**src/rtl/reg_file_ctx_if.sv**
```systemverilog
// Bus bundle for reg_file_ctx: write port, two read ports and bank save/restore control.
interface reg_file_ctx_if #(
  parameter int DATA_WIDTH = 8,
  parameter int ADDR_WIDTH = 3
);
  logic [DATA_WIDTH-1:0] IN;
  logic [ADDR_WIDTH-1:0] INADDRESS;
  logic                  WRITE;
  logic [ADDR_WIDTH-1:0] OUT1ADDRESS;
  logic [ADDR_WIDTH-1:0] OUT2ADDRESS;
  logic [DATA_WIDTH-1:0] OUT1;
  logic [DATA_WIDTH-1:0] OUT2;
  logic                  SAVE;
  logic                  RESTORE;
  logic                  BUSY;
  logic                  WRITE_DROP;

  modport master (
    output IN, INADDRESS, WRITE, OUT1ADDRESS, OUT2ADDRESS, SAVE, RESTORE,
    input  OUT1, OUT2, BUSY, WRITE_DROP
  );

  modport slave (
    input  IN, INADDRESS, WRITE, OUT1ADDRESS, OUT2ADDRESS, SAVE, RESTORE,
    output OUT1, OUT2, BUSY, WRITE_DROP
  );
endinterface

```
**src/rtl/reg_file_ctx.sv**
```systemverilog
// Two-read/one-write register file with a shadow bank; SAVE/RESTORE copy one
// register per cycle while BUSY, and writes arriving during a copy are dropped.
module reg_file_ctx #(
  parameter int DATA_WIDTH = 8,
  parameter int ADDR_WIDTH = 3,
  parameter int ZERO_REG   = 0
) (
  input logic           CLK,
  input logic           RESET,
  reg_file_ctx_if.slave bus
);
  localparam int unsigned DEPTH = 2 ** ADDR_WIDTH;

  typedef enum logic [1:0] {IDLE, SAVING, RESTORING} state_e;

  state_e                state_q, state_d;
  logic [ADDR_WIDTH-1:0] cnt_q, cnt_d;
  logic [DATA_WIDTH-1:0] main_q   [DEPTH];
  logic [DATA_WIDTH-1:0] shadow_q [DEPTH];
  logic [DATA_WIDTH-1:0] out1_q, out1_d, out2_q, out2_d;
  logic                  busy_q, busy_d, drop_q, drop_d;
  logic                  wr_acc, wr_en, wr_zero;

  assign wr_acc  = bus.WRITE && !busy_q;
  assign wr_zero = (ZERO_REG != 0) && (bus.INADDRESS == '0);
  assign wr_en   = wr_acc && !wr_zero;

  always_comb begin
    state_d = state_q;
    cnt_d   = cnt_q;
    unique case (state_q)
      IDLE: begin
        cnt_d = '0;
        if (bus.SAVE)         state_d = SAVING;
        else if (bus.RESTORE) state_d = RESTORING;
      end
      SAVING, RESTORING: begin
        if (cnt_q == '1) begin
          state_d = IDLE;
          cnt_d   = '0;
        end else begin
          cnt_d = cnt_q + ADDR_WIDTH'(1);
        end
      end
      default: begin
        state_d = IDLE;
        cnt_d   = '0;
      end
    endcase
    busy_d = (state_d != IDLE);
    drop_d = bus.WRITE && busy_q;
  end

  // Write-first bypass; address 0 is forced to zero when ZERO_REG is set.
  always_comb begin
    out1_d = main_q[bus.OUT1ADDRESS];
    out2_d = main_q[bus.OUT2ADDRESS];
    if (wr_en && (bus.INADDRESS == bus.OUT1ADDRESS)) out1_d = bus.IN;
    if (wr_en && (bus.INADDRESS == bus.OUT2ADDRESS)) out2_d = bus.IN;
    if ((ZERO_REG != 0) && (bus.OUT1ADDRESS == '0)) out1_d = '0;
    if ((ZERO_REG != 0) && (bus.OUT2ADDRESS == '0)) out2_d = '0;
  end

  always_ff @(posedge CLK) begin
    if (RESET) begin
      state_q <= IDLE;
      cnt_q   <= '0;
      out1_q  <= '0;
      out2_q  <= '0;
      busy_q  <= 1'b0;
      drop_q  <= 1'b0;
    end else begin
      state_q <= state_d;
      cnt_q   <= cnt_d;
      out1_q  <= out1_d;
      out2_q  <= out2_d;
      busy_q  <= busy_d;
      drop_q  <= drop_d;
    end
  end

  always_ff @(posedge CLK) begin
    if (RESET) begin
      for (int unsigned i = 0; i < DEPTH; i++) begin
        main_q[i]   <= '0;
        shadow_q[i] <= '0;
      end
    end else begin
      if (wr_en)                  main_q[bus.INADDRESS] <= bus.IN;
      if (state_q == RESTORING)   main_q[cnt_q]         <= shadow_q[cnt_q];
      if (state_q == SAVING)      shadow_q[cnt_q]       <= main_q[cnt_q];
    end
  end

  assign bus.OUT1       = out1_q;
  assign bus.OUT2       = out2_q;
  assign bus.BUSY       = busy_q;
  assign bus.WRITE_DROP = drop_q;
endmodule

```
**src/flat_wrapper.sv**
```systemverilog
// flat-port wrapper written by rule: the top's interface ports become plain ports
module reg_file_ctx_flat 
#(
  parameter int DATA_WIDTH = 8,
  parameter int ADDR_WIDTH = 3,
  parameter int ZERO_REG   = 0
)
  (CLK, RESET, bus_IN, bus_INADDRESS, bus_WRITE, bus_OUT1ADDRESS, bus_OUT2ADDRESS, bus_SAVE, bus_RESTORE, bus_OUT1, bus_OUT2, bus_BUSY, bus_WRITE_DROP);
  reg_file_ctx_if #(.DATA_WIDTH(DATA_WIDTH), .ADDR_WIDTH(ADDR_WIDTH)) bus_i ();
  input logic CLK;
  input logic RESET;
  input wire logic [$bits(bus_i.IN)-1:0] bus_IN;
  input wire logic [$bits(bus_i.INADDRESS)-1:0] bus_INADDRESS;
  input wire logic [$bits(bus_i.WRITE)-1:0] bus_WRITE;
  input wire logic [$bits(bus_i.OUT1ADDRESS)-1:0] bus_OUT1ADDRESS;
  input wire logic [$bits(bus_i.OUT2ADDRESS)-1:0] bus_OUT2ADDRESS;
  input wire logic [$bits(bus_i.SAVE)-1:0] bus_SAVE;
  input wire logic [$bits(bus_i.RESTORE)-1:0] bus_RESTORE;
  output wire logic [$bits(bus_i.OUT1)-1:0] bus_OUT1;
  output wire logic [$bits(bus_i.OUT2)-1:0] bus_OUT2;
  output wire logic [$bits(bus_i.BUSY)-1:0] bus_BUSY;
  output wire logic [$bits(bus_i.WRITE_DROP)-1:0] bus_WRITE_DROP;
  assign bus_i.IN = bus_IN;
  assign bus_i.INADDRESS = bus_INADDRESS;
  assign bus_i.WRITE = bus_WRITE;
  assign bus_i.OUT1ADDRESS = bus_OUT1ADDRESS;
  assign bus_i.OUT2ADDRESS = bus_OUT2ADDRESS;
  assign bus_i.SAVE = bus_SAVE;
  assign bus_i.RESTORE = bus_RESTORE;
  assign bus_OUT1 = bus_i.OUT1;
  assign bus_OUT2 = bus_i.OUT2;
  assign bus_BUSY = bus_i.BUSY;
  assign bus_WRITE_DROP = bus_i.WRITE_DROP;
  reg_file_ctx #(.DATA_WIDTH(DATA_WIDTH), .ADDR_WIDTH(ADDR_WIDTH), .ZERO_REG(ZERO_REG)) u_core (.CLK(CLK), .RESET(RESET), .bus(bus_i));
endmodule
```
**config.mk**
```make
export PLATFORM = sky130hd
export DESIGN_NAME = reg_file_ctx_flat
export DESIGN_NICKNAME = d
export VERILOG_FILES = /design/src/rtl/reg_file_ctx_if.sv /design/src/rtl/reg_file_ctx.sv /design/src/flat_wrapper.sv
export SDC_FILE = /design/constraint.sdc
export NUM_CORES = 1
export LEC_CHECK = 0
export CAP_MARGIN = 20
export CORE_MARGIN = 1.5
export CORE_UTILIZATION = 30
export CTS_BUF_LIST = sky130_fd_sc_hd__clkbuf_16
export CTS_CLUSTER_DIAMETER = 200
export DETAILED_ROUTE_END_ITERATION = 10
export PLACE_DENSITY = 0.58
export RECOVER_POWER = 100
export SYNTH_ARGS = -nofsm -noshare
export SYNTH_HDL_FRONTEND = slang
export SYNTH_SLANG_ARGS = --single-unit
```
**constraint.sdc**
```tcl
create_clock -name CLK -period 5.4 [get_ports CLK]
set_clock_uncertainty 0.1 [all_clocks]
set_input_delay 0.54 -clock CLK [delete_from_list [all_inputs] [get_ports CLK]]
set_output_delay 0.54 -clock CLK [all_outputs]
set_load 0.01 [all_outputs]
```
==> metrics.csv <==
metric,value,unit
outcome,"complete, but fails checks",
failing checks,"DRC, capacitance limit, slew limit",
Seq area share,0.472,
Setup crit start kind,flip-flop,
TritonCTS Sinks,151,
"slowest stage delay, CP",1.01,ns
WL per Instance,24.9,µm
CTS tree,done,
logic share of the area,0.370,
slew margin rel.,-0.238,
chip area in the Yosys report,8040,µm²
crit path DRT,5.46,ns
max cap viols,2,
Top Layout Cells,"128 x edfxtp_1, 89 x nor2_1, 51 x a22o_1",
Syn Std Cell Area,8040,µm²
largest net degree at the start of global routing,36,
Residual DRC,11,
Max H-tree Level,4,
Area Overhead vs Synth,13.4,%
CTS resizes,0,
Final Max-Slew Violation Tally,66,
first-pass GRT wire length,36400,µm
R2R cell count,6,
top cells by count,"128 x edfxtp_1, 89 x nor2_1, 51 x a22o_1",
Synthesized Nets,646,
synth warn,0,
vias in the first global route,5548,
switching share of power,0.262,
setup bufs post-CTS,0,
Post-DP HPWL,17400,µm
total gr overflow,0,
die x size,167,µm
Worst R2R End,u_core.shadow_q[5][5]$_SDFFCE_PN0P_,
tool warnings,29,
Async SR Flop Fraction,0,
Main synth FF type,edfxtp_1,
Synth top cell by count,edfxtp_1,
worst-case vdd ir drop,0.000214,V
Setup crit start,u_core.cnt_q[2]$_SDFF_PP0_,
Flop pwr share,0.485,
Setup TNS Final,0,ns
Top cell excl fill/tap,edfxtp_1,
final hold violations,0,
FILL cells,2540,
CP max stage cell,dfxtp_1,
Latency at later pin,0.43,ns
Well Taps,335,
initial antenna violation count,0,
Die H,167,µm
Dominant cell area share,0.478,
cts hold-fix bufs,0,
Hold Path End,u_core.bus.WRITE_DROP$_SDFF_PP0_,
"Avg Cell Area, Syn",13.0,µm²
Worst Hold Margin,0.390,ns
register area,4310,µm²
Initial Util,0.307,
Die Size,27800,µm²
cell taking the most area after synthesis,edfxtp_1,
Core Area,26200,µm²
DRT Pass-1 Iters,8,
Final Cycle Share,0.753,
combinational gates,407,
Reg2Reg Setup Slack,1.34,ns
Comb area,3370,µm²
Post-synth regs,151,
critical path type,flip-flop to flip-flop,
I/O Buffers,39,
Largest cell class,flip-flops and latches,
Net Switching,0.743,mW
Final nets,667,
min cycle time layout,4.06,ns
CTS buffer count,17,
gr usage total,0.181,
post-synthesis cell count,618,
clock slew at reported path FFs,0.06,ns
logic gate share of total power,0.124,
Hold Path Depth,2,
Internal Power,2.09,mW
maximum operating frequency,246,MHz
vias per cell,5.65,
drt first-iter violations,745,
"delay-heaviest family, CP",buffers and inverters,
CP bufs+invs,2,
Non-clk bufs,54,
seq_cells,151,
I/O Pins,40,
Hold Crit Class,flip-flop to flip-flop,
Final Wtd Congestion,0.869,
Synth Seq Share,0.536,
Rows,59,
worst-path maximum fanout,24,
crit path cell chain,clkbuf_1 > nand3b_1 > a21oi_1 > a2111oi_0 > clkbuf_1 > nor2_1,
# setup viols final,0,
CTS Buffer Depth,2,
yosys cell count,618,
Layout clock area frac,0.0588,
Crit path depth,6,
Critical Path End,u_core.shadow_q[5][5]$_SDFFCE_PN0P_,
clk_buf instances,17,
buffering overhead,0.0496,
==> power groups by stage <==
stage | Sequential [mW] | Clock, mW | Combinational, mW
after detailed placement | 1.40 | 0 | 0.360
final | 1.37 | 1.11 | 0.350
after global placement | 1.39 | 0 | 0.361
after CTS | 1.37 | 1.12 | 0.363
after floorplan | 1.37 | 0 | 0.228
after global routing | 1.38 | 1.17 | 0.370
==> stage by stage <==
step                std cells  power, mW  setup WS [ns]   util
floorplan                 618       1.60           2.91      -
finish                    986       2.83           1.34  0.348
detailed placement        953       1.76           2.10  0.331
global route              986       2.91           1.13  0.348
CTS                       984       2.86           2.30  0.352
global placement          951       1.76           2.08  0.331
==> registers in the layout, summed over array words and instances (netlist names) <==
name / cells
u_core.bus.BUSY: 1
u_core.bus.OUT1: 8
u_core.bus.OUT2: 8
u_core.bus.WRITE_DROP: 1
u_core.cnt_q: 3
u_core.main_q: 64
u_core.shadow_q: 64
u_core.state_q: 2
==> logic make-up (layout without fill, tap and decap cells) <==
logic type	count (synthesis)	in the layout	synth area share
adders and majority gates	6	6	0.00934
buffers and inverters	60	93	0.0357
AOI/OAI and AO/OA	120	120	0.128
DFF	151	151	0.536
muxes	71	71	0.159
xor gates and xnor gates	6	6	0.00654
and+or+nand+nor	204	204	0.126
==> worst reg2reg max path: stages (launching register included) <==
cell and delay (ns):
dfxtp_1 1.01, clkbuf_1 1.01, nand3b_1 0.30, a21oi_1 0.09, a2111oi_0 0.62, clkbuf_1 0.56, nor2_1 0.10
==> layer usage <==
metal | global-route usage | up-vias | routed length, µm | share of wire
met3 | 0.0430 | 53 | 2080 | 0.085
met1 | 0.237 | 2764 | 10400 | 0.42
met4 | 0.0711 | 0 | 727 | 0.030
met2 | 0.290 | 310 | 11400 | 0.46
met5 | 0 | - | 0 | 0
li1 | - | 2447 | - | -
Register map, names as in the netlist:
Bar = 50 µm. Other sequential cells in the stronger gray, the rest of the logic in the fainter gray.
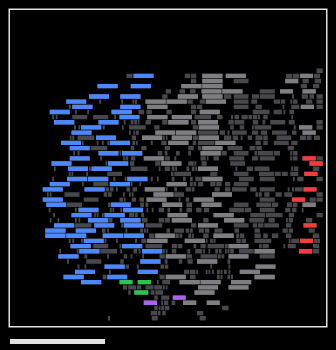
Key: green = `u_core.cnt_q` [flops 3]; blue = `u_core.shadow_q` [flops 64]; purple = `u_core.state_q` [flops 2]; red = `u_core.bus.OUT2` [flops 8, where middle right]

Gate-type map:
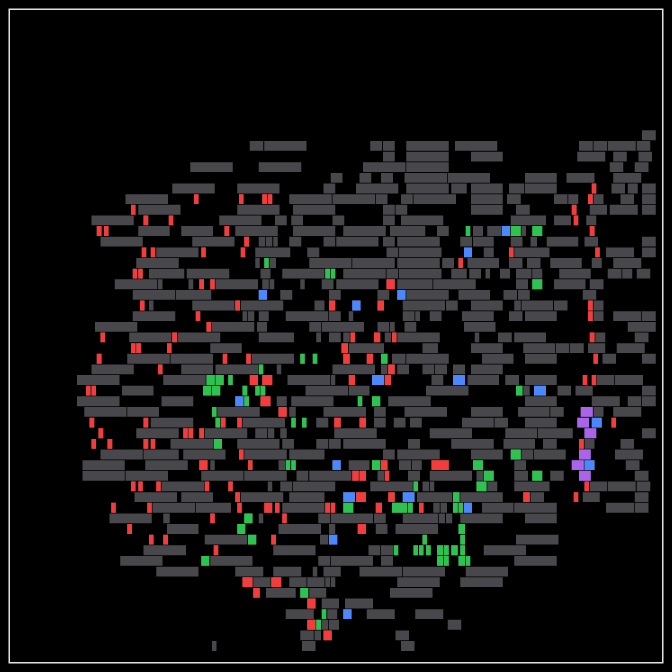
Key: green = nand cells [cells 65, most used nand2_1]; blue = and/or cells [cells 17, most used or3_1]; red = nor cells [cells 122, most used nor2_1]; purple = xor and xnor cells [cells 6, most used xor2_1]

Power and IR drop assume default switching activity.
